==> src/rtl/sum_normalizer.sv <==
// Left-normalizes the accumulator sum using the registered leading-one position,
// rounds to MANT_W bits (nearest-even) and queues {mant, exp, zero_flag} for output.
module sum_normalizer #(
    parameter int SUM_W     = 20,
    parameter int POS_W     = 5,
    parameter int MANT_W    = 8,
    parameter int OUT_DEPTH = 4
) (
    input  logic              clk,
    input  logic              rst,
    input  logic              in_valid,
    output logic              in_ready,
    input  logic [SUM_W-1:0]  unsign_sum,
    input  logic [POS_W-1:0]  leading_one,
    output logic              out_valid,
    input  logic              out_ready,
    output logic [MANT_W-1:0] mant,
    output logic [POS_W-1:0]  exp,
    output logic              zero_flag,
    output logic              lod_err
);
    localparam int STAGES = 1;
    localparam int PTR_W  = $clog2(OUT_DEPTH);
    localparam int CNT_W  = PTR_W + 1;

    typedef struct packed {
        logic [MANT_W-1:0] mant;
        logic [POS_W-1:0]  exp;
        logic              zero;
    } res_t;

    logic [STAGES:0]    vld_pipe;
    logic [SUM_W-1:0]   sum_s0;
    logic [SUM_W-1:0]   norm_s1;
    logic [POS_W-1:0]   lo_s1;
    logic               zero_s1;

    res_t               mem [OUT_DEPTH];
    logic [PTR_W-1:0]   wr_ptr, rd_ptr;
    logic [CNT_W-1:0]   count;
    logic [CNT_W:0]     credit_used;

    logic               accept, push, pop;
    logic [POS_W-1:0]   shamt;
    logic [SUM_W-1:0]   norm_c, above_c;
    logic               lod_bad;
    logic [MANT_W-1:0]  m;
    logic               g, s, up;
    res_t               res_c, head;

    // Sums in S0/S1 already own a queue slot, so nothing accepted can be dropped.
    assign credit_used = {1'b0, count}
                       + {{CNT_W{1'b0}}, vld_pipe[0]}
                       + {{CNT_W{1'b0}}, vld_pipe[1]};
    assign in_ready = !rst && (credit_used < (CNT_W+1)'(OUT_DEPTH));
    assign accept   = in_valid && in_ready;
    assign push     = vld_pipe[STAGES];
    assign out_valid = (count != '0);
    assign pop      = out_valid && out_ready;

    // S1: the detector result for sum_s0 arrives this cycle.
    assign shamt   = POS_W'(SUM_W-1) - leading_one;
    assign norm_c  = sum_s0 << shamt;
    assign above_c = sum_s0 >> leading_one;
    assign lod_bad = (sum_s0 != '0) && (!above_c[0] || (|above_c[SUM_W-1:1]));

    // S2: round-to-nearest-even on the normalized sum.
    assign m  = norm_s1[SUM_W-1 -: MANT_W];
    assign g  = norm_s1[SUM_W-1-MANT_W];
    assign s  = |norm_s1[SUM_W-2-MANT_W:0];
    assign up = g && (s || m[0]);

    always_comb begin
        res_c = '0;
        if (zero_s1) begin
            res_c.zero = 1'b1;
        end else if (up && (&m)) begin
            res_c.mant = {1'b1, {(MANT_W-1){1'b0}}};
            res_c.exp  = lo_s1 + POS_W'(1);
        end else begin
            res_c.mant = m + {{(MANT_W-1){1'b0}}, up};
            res_c.exp  = lo_s1;
        end
    end

    always_ff @(posedge clk) begin
        if (rst) begin
            vld_pipe <= '0;
            wr_ptr   <= '0;
            rd_ptr   <= '0;
            count    <= '0;
            lod_err  <= 1'b0;
        end else begin
            vld_pipe <= {vld_pipe[STAGES-1:0], accept};
            if (push) wr_ptr <= wr_ptr + PTR_W'(1);
            if (pop)  rd_ptr <= rd_ptr + PTR_W'(1);
            if (push && !pop)      count <= count + CNT_W'(1);
            else if (pop && !push) count <= count - CNT_W'(1);
            if (vld_pipe[0] && lod_bad) lod_err <= 1'b1;
        end
    end

    // Datapath registers carry no reset; the valid bits qualify them.
    always_ff @(posedge clk) begin
        if (accept) sum_s0 <= unsign_sum;
        norm_s1 <= norm_c;
        lo_s1   <= leading_one;
        zero_s1 <= (sum_s0 == '0);
        if (push) mem[wr_ptr] <= res_c;
    end

    assign head      = mem[rd_ptr];
    assign mant      = out_valid ? head.mant : '0;
    assign exp       = out_valid ? head.exp  : '0;
    assign zero_flag = out_valid ? head.zero : 1'b0;
endmodule
==> config.mk <==
export PLATFORM = sky130hd
export DESIGN_NAME = sum_normalizer
export DESIGN_NICKNAME = d
export VERILOG_FILES = /design/src/rtl/sum_normalizer.sv
export SDC_FILE = /design/constraint.sdc
export NUM_CORES = 1
export LEC_CHECK = 0
export ABC_AREA = 0
export CAP_MARGIN = 15
export CORE_MARGIN = 2
export CORE_UTILIZATION = 55
export CTS_CLUSTER_SIZE = 24
export DETAILED_ROUTE_END_ITERATION = 16
export PLACE_DENSITY = 0.82
export SYNTH_ARGS = -nofsm -noshare
export SYNTH_HDL_FRONTEND = slang
export SYNTH_SLANG_ARGS = --single-unit
==> constraint.sdc <==
create_clock -name clk -period 3.8 [get_ports clk]
set_clock_uncertainty 0.2 [all_clocks]
set_input_delay 0.57 -clock clk [delete_from_list [all_inputs] [get_ports clk]]
set_output_delay 0.57 -clock clk [all_outputs]
set_load 0.01 [all_outputs]
**The metal 1 layer**

Supply wires on this layer in gray.
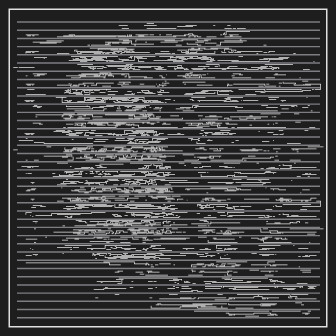
nets with wire on the layer: 502
wire length on this layer: 4850 µm
share of all routed wire: 39%

**Met2 routing**

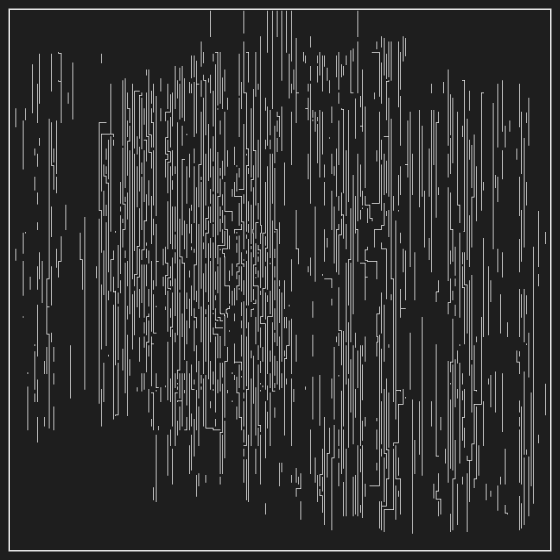
main direction: vertical
longest straight run: 49.6 µm
nets with wire on the layer: 490
wire length on this layer: 6390 µm
share of all routed wire: 52%
met2 usage in global routing: 0.414
number of vias in the routed layout: 3944
Total Routed Length: 12400 µm

**Signal wires on met3**

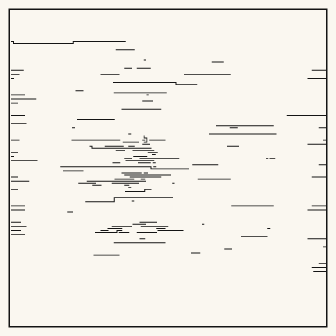
main direction: horizontal
longest straight run: 29.9 µm
share of all routed wire: 6.2%
wire length on this layer: 762 µm
nets with wire on the layer: 92
met3 usage: 0.0655

**Metal 4**

Bar = 20 µm. Supply wires on this layer in gray.
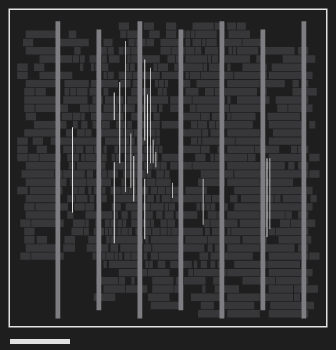
share of all routed wire: 2.9%
longest straight run: 49.6 µm
nets with wire on the layer: 14

==> COMMIT_EDITMSG <==
Record implementation results from latest flow run

- Outcome: finished clean
- Data arrives at the worst endpoint at 2.46 ns.
- In this run, synthesis produced a sequential element count of 114.
- Chip Height: 105 µm
- Max-slew violation total from the final report: 0
- Count of instances resized after the clock tree is built: 0
- Once the clock tree was built, the setup fixing pass inserted 0 buffers.
- The layout report lists the clock-cell share of area as 0.0942.
- Area taken by multi-input logic gates: 2350 µm²
* Detailed-route vias per instance: 6.01
* Leakage power total: 2.48 nW
* Chip area line of the yosys report: 5570 µm²
- Per the cell usage report, the commonest logic cells after layout are sky130_fd_sc_hd__edfxtp_1, sky130_fd_sc_hd__nor2_1, sky130_fd_sc_hd__clkdlybuf4s50_1.
- Yosys cell types: 53
- Setup slack closes at 0.570 ns.
- met1 track demand over resource after global routing is 0.271.
* Number of standard cells after synthesis: 458
- Horizontal die size: 105 µm
* Max-Slew Margin vs Limit: 0.500
* Crit Path Max Fanout: 8
- STA classifies the critical path endpoint as an output pin.
- For the final routed database, the setup TNS stands at 0 ns.
- Warning total across the stage logs: 29
* Power in sequential cells: 0.00154 W
- Endpoint of the lowest-slack register-to-register path: count[2]$_SDFFE_PP0P_
- Cts bufs inserted: 17
worst max-delay path by stage:
| stage | end | slack, ns | cells after the start |
|---|---|---|---|
| CTS | in_ready | 0.55 | 4 |
| detailed placement | lod_err$_SDFFE_PP0P_ | 0.38 | 8 |
| finish | in_ready | 0.57 | 4 |
| global route | in_ready | 0.44 | 4 |
| global placement | lod_err$_SDFFE_PP0P_ | 0.41 | 8 |
| floorplan | norm_s1[16]$_DFF_P_ | 1.07 | 9 |
worst max-delay path, cell delays in order (launching register included):
cell                              delay, ns
sky130_fd_sc_hd__dfxtp_1               0.49
sky130_fd_sc_hd__ha_1                  0.29
sky130_fd_sc_hd__a21o_1                0.17
sky130_fd_sc_hd__a211oi_1              0.38
sky130_fd_sc_hd__clkdlybuf4s50_1       0.62
No activity file was given, so power comes from the tool's default toggle rates.
